Fig. 1: track usage over the die
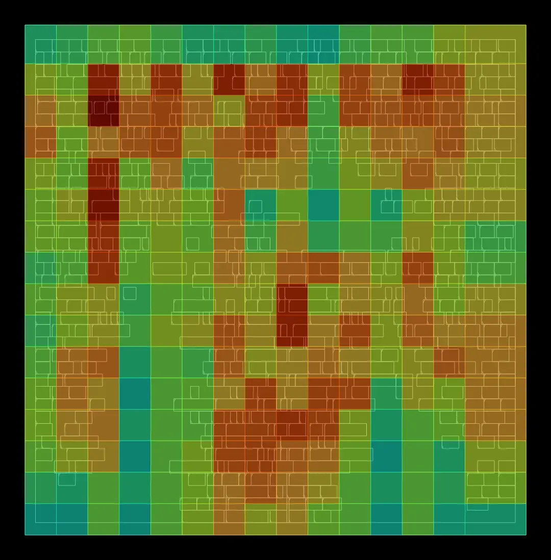
Fig. 2: floorplan with the power grid
Scale: 3 px per um. Pins as bars on the die edge.
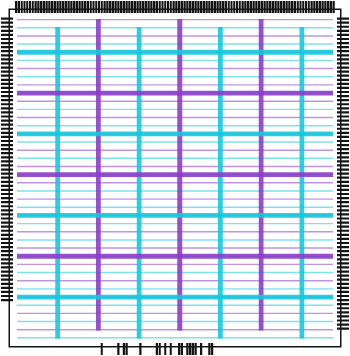
Fig. 3: cell classes on the final placement
Scale: 4 px per um. Fill, decap, tap and diode cells in grey.
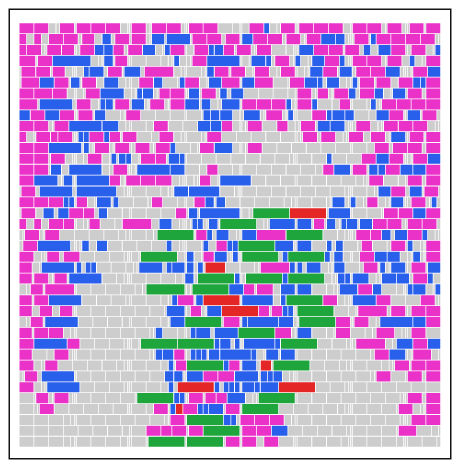
Fig. 4: register map, names as in the netlist
Scale: 4 px per um. Other sequential cells in the stronger grey, the rest of the logic in the fainter grey.
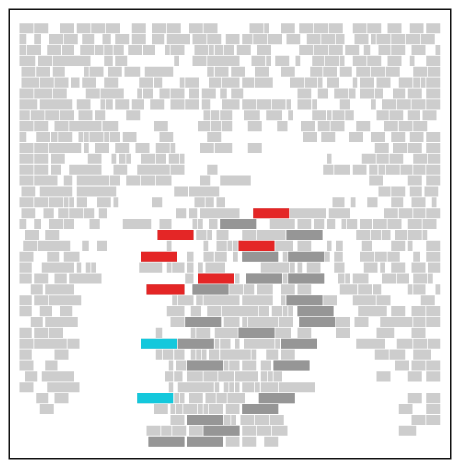
===== src/rtl/king_locator.sv =====
// rtl/king_locator.sv - sequential king finder with per-colour count and board legality flag
//
// chesstypes: shared piece/colour encodings for the board array.
//
// king_locator ports:
//   clk, rst_n                       clock, asynchronous active-low reset
//   board[63:0]                      board squares (.piece, .color); index[5:3]=row, [2:0]=col
//   playing                          side to move, latched when a scan is accepted
//   start                            scan request, honoured only while idle
//   busy                             high from the accepted start until the done cycle ends
//   done                             one-cycle pulse, results valid from here on
//   own_king_pos/found/count         lowest own-king square, seen flag, saturating count
//   opp_king_pos/found/count         same for the opponent colour
//   board_legal                      exactly one king per colour, updated as done rises

package chesstypes;
    typedef enum logic [2:0] {
        EMPTY  = 3'd0,
        PAWN   = 3'd1,
        KNIGHT = 3'd2,
        BISHOP = 3'd3,
        ROOK   = 3'd4,
        QUEEN  = 3'd5,
        KING   = 3'd6
    } piece_t;

    typedef enum logic {
        WHITE = 1'b0,
        BLACK = 1'b1
    } color_t;

    typedef struct packed {
        piece_t piece;
        color_t color;
    } fullpiece_t;
endpackage

module king_locator
    import chesstypes::*;
(
    input  logic              clk,
    input  logic              rst_n,
    input  fullpiece_t [63:0] board,
    input  color_t            playing,
    input  logic              start,
    output logic              busy,
    output logic              done,
    output logic [5:0]        own_king_pos,
    output logic              own_king_found,
    output logic [1:0]        own_king_count,
    output logic [5:0]        opp_king_pos,
    output logic              opp_king_found,
    output logic [1:0]        opp_king_count,
    output logic              board_legal
);

    typedef enum logic [1:0] {
        IDLE = 2'd0,
        SCAN = 2'd1,
        DONE = 2'd2
    } state_t;

    state_t     state;
    state_t     state_nxt;
    logic [5:0] idx;
    color_t     side;
    fullpiece_t cur;
    logic       own_hit;
    logic       opp_hit;
    logic [1:0] own_cnt_nxt;
    logic [1:0] opp_cnt_nxt;

    // Square under examination and how it affects each path this cycle.
    always_comb begin
        cur         = board[idx];
        own_hit     = (cur.piece == KING) && (cur.color == side);
        opp_hit     = (cur.piece == KING) && (cur.color != side);
        own_cnt_nxt = own_king_count;
        opp_cnt_nxt = opp_king_count;
        if (own_hit && own_king_count != 2'd3) begin
            own_cnt_nxt = own_king_count + 2'd1;
        end
        if (opp_hit && opp_king_count != 2'd3) begin
            opp_cnt_nxt = opp_king_count + 2'd1;
        end
    end

    always_comb begin
        state_nxt = state;
        case (state)
            IDLE:    if (start) state_nxt = SCAN;
            SCAN:    if (idx == 6'd63) state_nxt = DONE;
            DONE:    state_nxt = IDLE;
            default: state_nxt = IDLE;
        endcase
    end

    always_ff @(posedge clk or negedge rst_n) begin
        if (!rst_n) begin
            state          <= IDLE;
            busy           <= 1'b0;
            done           <= 1'b0;
            idx            <= 6'd0;
            side           <= WHITE;
            own_king_pos   <= 6'd0;
            own_king_found <= 1'b0;
            own_king_count <= 2'd0;
            opp_king_pos   <= 6'd0;
            opp_king_found <= 1'b0;
            opp_king_count <= 2'd0;
            board_legal    <= 1'b0;
        end else begin
            state <= state_nxt;
            // Flags follow the next state so they are plain register outputs.
            busy  <= (state_nxt != IDLE);
            done  <= (state_nxt == DONE);

            if (state == IDLE && start) begin
                side           <= playing;
                idx            <= 6'd0;
                own_king_pos   <= 6'd0;
                own_king_found <= 1'b0;
                own_king_count <= 2'd0;
                opp_king_pos   <= 6'd0;
                opp_king_found <= 1'b0;
                opp_king_count <= 2'd0;
                board_legal    <= 1'b0;
            end else if (state == SCAN) begin
                if (own_hit) begin
                    if (!own_king_found) begin
                        own_king_pos   <= idx;
                        own_king_found <= 1'b1;
                    end
                    own_king_count <= own_cnt_nxt;
                end
                if (opp_hit) begin
                    if (!opp_king_found) begin
                        opp_king_pos   <= idx;
                        opp_king_found <= 1'b1;
                    end
                    opp_king_count <= opp_cnt_nxt;
                end
                // Last square: freeze idx and judge legality from the final counts.
                if (idx == 6'd63) begin
                    board_legal <= (own_cnt_nxt == 2'd1) && (opp_cnt_nxt == 2'd1);
                end else begin
                    idx <= idx + 6'd1;
                end
            end
        end
    end

endmodule


===== config.mk =====
export PLATFORM = sky130hd
export DESIGN_NAME = king_locator
export DESIGN_NICKNAME = d
export VERILOG_FILES = /design/src/rtl/king_locator.sv
export SDC_FILE = /design/constraint.sdc
export NUM_CORES = 1
export LEC_CHECK = 0
export ABC_AREA = 0
export CAP_MARGIN = 20
export CORE_AREA = 2 2 108 110
export DETAILED_ROUTE_END_ITERATION = 7
export DIE_AREA = 0 0 110 112
export HOLD_SLACK_MARGIN = 0.12
export PLACE_DENSITY = 0.85
export SLEW_MARGIN = 10
export SYNTH_ARGS = -nofsm -noshare
export SYNTH_HDL_FRONTEND = slang
export SYNTH_SLANG_ARGS = --single-unit
export TNS_END_PERCENT = 1

===== constraint.sdc =====
create_clock -name clk -period 2.6 [get_ports clk]
set_input_delay 0.65 -clock clk [delete_from_list [all_inputs] [get_ports clk]]
set_output_delay 0.65 -clock clk [all_outputs]
set_load 0.02 [all_outputs]

==> report_table.html <==
<h3>Run summary</h3>
<table>
<tr><th>Metric</th><th>Value</th></tr>
<tr><th colspan="2">Clock tree</th></tr>
<tr><td>CTS hold repair buffers</td><td>0</td></tr>
<tr><td>Total setup buffers inserted after CTS</td><td>5</td></tr>
<tr><td>Clock buffers created by TritonCTS</td><td>5</td></tr>
<tr><td>Number of gates resized after CTS</td><td>approximately 70</td></tr>
<tr><td>CTS root buffer</td><td>sky130_fd_sc_hd__clkbuf_16</td></tr>
<tr><td>Clock-pin slew on the worst setup and hold paths</td><td>0.05 ns</td></tr>
<tr><td>Clk latency late pin</td><td>between 0.2 and 0.3 ns</td></tr>
<tr><td>Maximum root-to-sink buffer count</td><td>2</td></tr>
<tr><td># clock sinks</td><td>30</td></tr>
<tr><td>Depth of the CTS H-tree</td><td>2</td></tr>
<tr><td>TritonCTS clock tree</td><td>done</td></tr>
<tr><th colspan="2">Cells and area</th></tr>
<tr><td>Final Cell Area</td><td>between 6000 and 7000 um^2</td></tr>
<tr><td>Utilization after layout</td><td>60.1%</td></tr>
<tr><td>Filler Cells Inserted</td><td>923</td></tr>
<tr><td>Final-stage net count</td><td>913</td></tr>
<tr><td>Flip-flops</td><td>30</td></tr>
<tr><td>Non-Clock Inverter Count</td><td>10</td></tr>
<tr><td>Finished Layout Cells</td><td>794</td></tr>
<tr><td>Area occupied by multi-input gates</td><td>2320 um^2</td></tr>
<tr><td>Non-clock buffer instance count of the final layout</td><td>332</td></tr>
<tr><td>Layout Area Growth over Synthesis</td><td>121%</td></tr>
<tr><td>Number of clock buffer instances in the layout</td><td>6</td></tr>
<tr><td>Fraction of layout instances using a drive strength above 1</td><td>between 10% and 20%</td></tr>
<tr><td>Most used logic cell in the final layout</td><td>sky130_fd_sc_hd__clkdlybuf4s50_1</td></tr>
<tr><td>Clock tree cell share of total cell area</td><td>approximately 2.3%</td></tr>
<tr><td>Final non-clock buffer share</td><td>48.8%</td></tr>
<tr><td>Multi-input gate share of total cell area</td><td>34.6%</td></tr>
<tr><td>Diode insertion count for antenna repair</td><td>0</td></tr>
<tr><td>Seq area share</td><td>~11%</td></tr>
<tr><td>Dominant logic cell types in the final layout</td><td>sky130_fd_sc_hd__clkdlybuf4s50_1, sky130_fd_sc_hd__nor2_1, sky130_fd_sc_hd__buf_4</td></tr>
<tr><th colspan="2">Yosys</th></tr>
<tr><td>Average footprint of a synthesized cell</td><td>around 9.1 um^2</td></tr>
<tr><td>Yosys warning total</td><td>0</td></tr>
<tr><td>Flops &amp; latches, synth</td><td>30</td></tr>
<tr><td>Number of nets at floorplan</td><td>roughly 600</td></tr>
<tr><td>Largest area contributor in the synthesized netlist</td><td>sky130_fd_sc_hd__dfrtp_1</td></tr>
<tr><td>Synthesized instance count</td><td>between 300 and 400</td></tr>
<tr><td>Share of flip-flops with an asynchronous set or reset after synthesis</td><td>100%</td></tr>
<tr><td>Mux area share</td><td>21.0%</td></tr>
<tr><td>Count of flip-flops with a built-in enable after synthesis</td><td>0</td></tr>
<tr><td>Distinct cell type count of the synthesized netlist</td><td>around 67</td></tr>
<tr><td>Post-Synth Adder-Cell Area</td><td>1.24%</td></tr>
<tr><td>Area share of the largest cell type after synthesis</td><td>around a quarter</td></tr>
<tr><td>Total cell area reported by yosys after synthesis</td><td>~3000 um^2</td></tr>
<tr><td>Top non-seq family</td><td>simple AND/OR/NAND/NOR gates</td></tr>
<tr><td>Biggest area contributors in the synthesized netlist</td><td>sky130_fd_sc_hd__dfrtp_1, sky130_fd_sc_hd__mux4_2, sky130_fd_sc_hd__mux2i_1</td></tr>
<tr><td>Post-synthesis cell count from yosys</td><td>roughly 340</td></tr>
<tr><td>XOR/XNOR Fraction of Synth Area</td><td>2.26%</td></tr>
<tr><td>Compound-gate portion of the synthesized area</td><td>15.7%</td></tr>
<tr><td>Simple-gate share of the synthesized area</td><td>29.0%</td></tr>
<tr><td>Top cells by instance count after synthesis</td><td>sky130_fd_sc_hd__nor2_1, sky130_fd_sc_hd__nand2_1, sky130_fd_sc_hd__dfrtp_1</td></tr>
<tr><td>Main flop type</td><td>sky130_fd_sc_hd__dfrtp_1</td></tr>
<tr><td>Post-synthesis cell area</td><td>3040 um^2</td></tr>
<tr><th colspan="2">Floorplan</th></tr>
<tr><td>Row cnt</td><td>39</td></tr>
<tr><td>Effective utilization at floorplan</td><td>27.2%</td></tr>
<tr><td>Core area</td><td>about 11,000 um^2</td></tr>
<tr><td>Height of the die</td><td>112 um</td></tr>
<tr><td>Tap cells</td><td>143</td></tr>
<tr><td>Die outline area</td><td>12,300 um^2</td></tr>
<tr><td>Boundary Pins</td><td>roughly 280</td></tr>
<tr><td>Die width</td><td>110 um</td></tr>
<tr><th colspan="2">Setup path</th></tr>
<tr><td>Largest fanout of any net on the critical path</td><td>5</td></tr>
<tr><td>Critical-path top delay cell</td><td>sky130_fd_sc_hd__or4_4</td></tr>
<tr><td>Ordered list of cells on the worst path</td><td>clkdlybuf4s50_1 -&gt; o311a_1 -&gt; a222oi_1 -&gt; and4_4 -&gt; o31ai_4 -&gt; a31o_4 -&gt; buf_12 -&gt; or4_4 -&gt; nand4_1 -&gt; mux2i_1</td></tr>
<tr><td>Cell depth of the worst setup path</td><td>10</td></tr>
<tr><td>Combined buffer and inverter count along the critical path</td><td>2</td></tr>
<tr><td>Worst setup path category</td><td>in2reg</td></tr>
<tr><td>CP Launch Type</td><td>primary input</td></tr>
<tr><td>Crit path launch</td><td>board[137]</td></tr>
<tr><td>Crit path arrival time</td><td>3.16 ns</td></tr>
<tr><td>Family of cells with the greatest summed delay on the critical path</td><td>AND-OR/OR-AND gates</td></tr>
<tr><td>Origin of the critical flop-to-flop path</td><td>idx[1]$_DFFE_PN0P_</td></tr>
<tr><td>RR Endpoint</td><td>board_legal$_DFFE_PN0P_</td></tr>
<tr><td>Setup slack of the worst register-to-register path</td><td>-0.38 ns</td></tr>
<tr><td>Capture point of the critical path</td><td>board_legal$_DFFE_PN0P_</td></tr>
<tr><td>Required arrival time at the worst endpoint</td><td>approximately 2.8 ns</td></tr>
<tr><td>Critical path's largest stage delay</td><td>0.50 ns</td></tr>
<tr><th colspan="2">Routing</th></tr>
<tr><td>First-pass iteration count of the detailed router</td><td>4</td></tr>
<tr><td>Aggregate routed wire length</td><td>roughly 16,000 um</td></tr>
<tr><td>DRC violation total after the first TritonRoute iteration</td><td>roughly 260</td></tr>
<tr><td>Top routing layer in use</td><td>met4</td></tr>
<tr><td>Remaining antenna violation count after routing</td><td>0</td></tr>
<tr><td>Vias</td><td>4,127</td></tr>
<tr><td>Met3 wirelength from detailed routing</td><td>~1300 um</td></tr>
<tr><td>Routed length on met1</td><td>about 6000 um</td></tr>
<tr><td>Per-cell via count in the routed design</td><td>5.20</td></tr>
<tr><td>Met2 routed wirelength</td><td>8430 um</td></tr>
<tr><th colspan="2">Power</th></tr>
<tr><td>Switching share of power</td><td>43.3%</td></tr>
<tr><td>Static power due to leakage</td><td>~2.7 nW</td></tr>
<tr><td>Clock-net power</td><td>595 uW</td></tr>
<tr><td>Heaviest power group</td><td>combinational cells</td></tr>
<tr><td>Sequential power</td><td>870 uW</td></tr>
<tr><td>Internal power consumption</td><td>3.55 mW</td></tr>
<tr><td>Net switching power</td><td>between 2 and 3 mW</td></tr>
<tr><td>Clock Power Share</td><td>a little under a tenth</td></tr>
<tr><td>Power per Cell Area</td><td>934 nW/um^2</td></tr>
<tr><td>Largest voltage drop on the vdd net</td><td>520 uV</td></tr>
<tr><td>Combinational Power Share</td><td>76.6%</td></tr>
<tr><th colspan="2">Final timing</th></tr>
<tr><td>Final tally of setup violations</td><td>19</td></tr>
<tr><td>Period minus WS final</td><td>3.01 ns</td></tr>
<tr><td>Fin. Hold Viols</td><td>0</td></tr>
<tr><td>Setup TNS</td><td>-5.92 ns</td></tr>
<tr><td>Smallest setup slack after layout</td><td>-0.413 ns</td></tr>
<tr><td>Worst slew margin</td><td>57.0%</td></tr>
<tr><td>Highest achievable clock rate</td><td>332 MHz</td></tr>
<tr><td>Worst Tran Pin Value</td><td>0.646 ns</td></tr>
<tr><td>Final worst clock skew</td><td>0.00493 ns</td></tr>
<tr><td>Setup repair after global routing missed its margin</td><td>yes</td></tr>
<tr><td>Final Max Tran Viols</td><td>0</td></tr>
<tr><th colspan="2">Min path</th></tr>
<tr><td>Hold path startpoint</td><td>state[1]$_DFF_PN0_</td></tr>
<tr><td>Worst min-delay path category</td><td>reg2reg</td></tr>
<tr><td>Hold Path Stages</td><td>1</td></tr>
<tr><td>Worst min-delay path endpoint</td><td>busy$_DFF_PN0_</td></tr>
<tr><th colspan="2">Placed design</th></tr>
<tr><td>Cell Area, Placed</td><td>approximately 6300 um^2</td></tr>
<tr><td>Count of input and output buffers</td><td>280</td></tr>
<tr><td>Final weighted congestion of routability-driven global placement</td><td>0.932</td></tr>
<tr><td>Worst slack after detailed placement</td><td>-1.19 ns</td></tr>
<tr><td>Placed Cells incl. Taps</td><td>780</td></tr>
<tr><th colspan="2">Outcome</th></tr>
<tr><td>Outcome</td><td>finished, violations left</td></tr>
<tr><td>Violated checks</td><td>negative setup slack</td></tr>
<tr><th colspan="2">Global routing</th></tr>
<tr><td>Number of global-route vias before repair</td><td>between 4,000 and 5,000</td></tr>
<tr><td>Number of antenna violations at the first check in global routing</td><td>0</td></tr>
<tr><td>First-pass GRT wire length</td><td>23,000 um</td></tr>
<tr><td>Maximum number of pins on one net before global-route repair</td><td>31</td></tr>
<tr><th colspan="2">Run</th></tr>
<tr><td>Warning total across the stage logs</td><td>29</td></tr>
</table>
## Picture notes: Fig. 1
gr usage total: 24.6%
GRT met3 Usage: 4.22%
global-route track usage on met2: 46.3%
layer with the highest usage: met2

## Picture notes: Fig. 2
VSS -> cyan
VDD -> purple
met5 straps = 7
rows = 39
signal pins = 281

## Picture notes: Fig. 3
remaining logic cells -> blue  # cells 281
remaining buffers and delay cells -> magenta  # cells 332
clock drivers and dummy loads -> red  # cells 8
registers -> green  # cells 30

## Picture notes: Fig. 4
idx -> red  # placed flops 6, where centre
state -> cyan  # placed flops 2

Power and IR drop assume default switching activity.
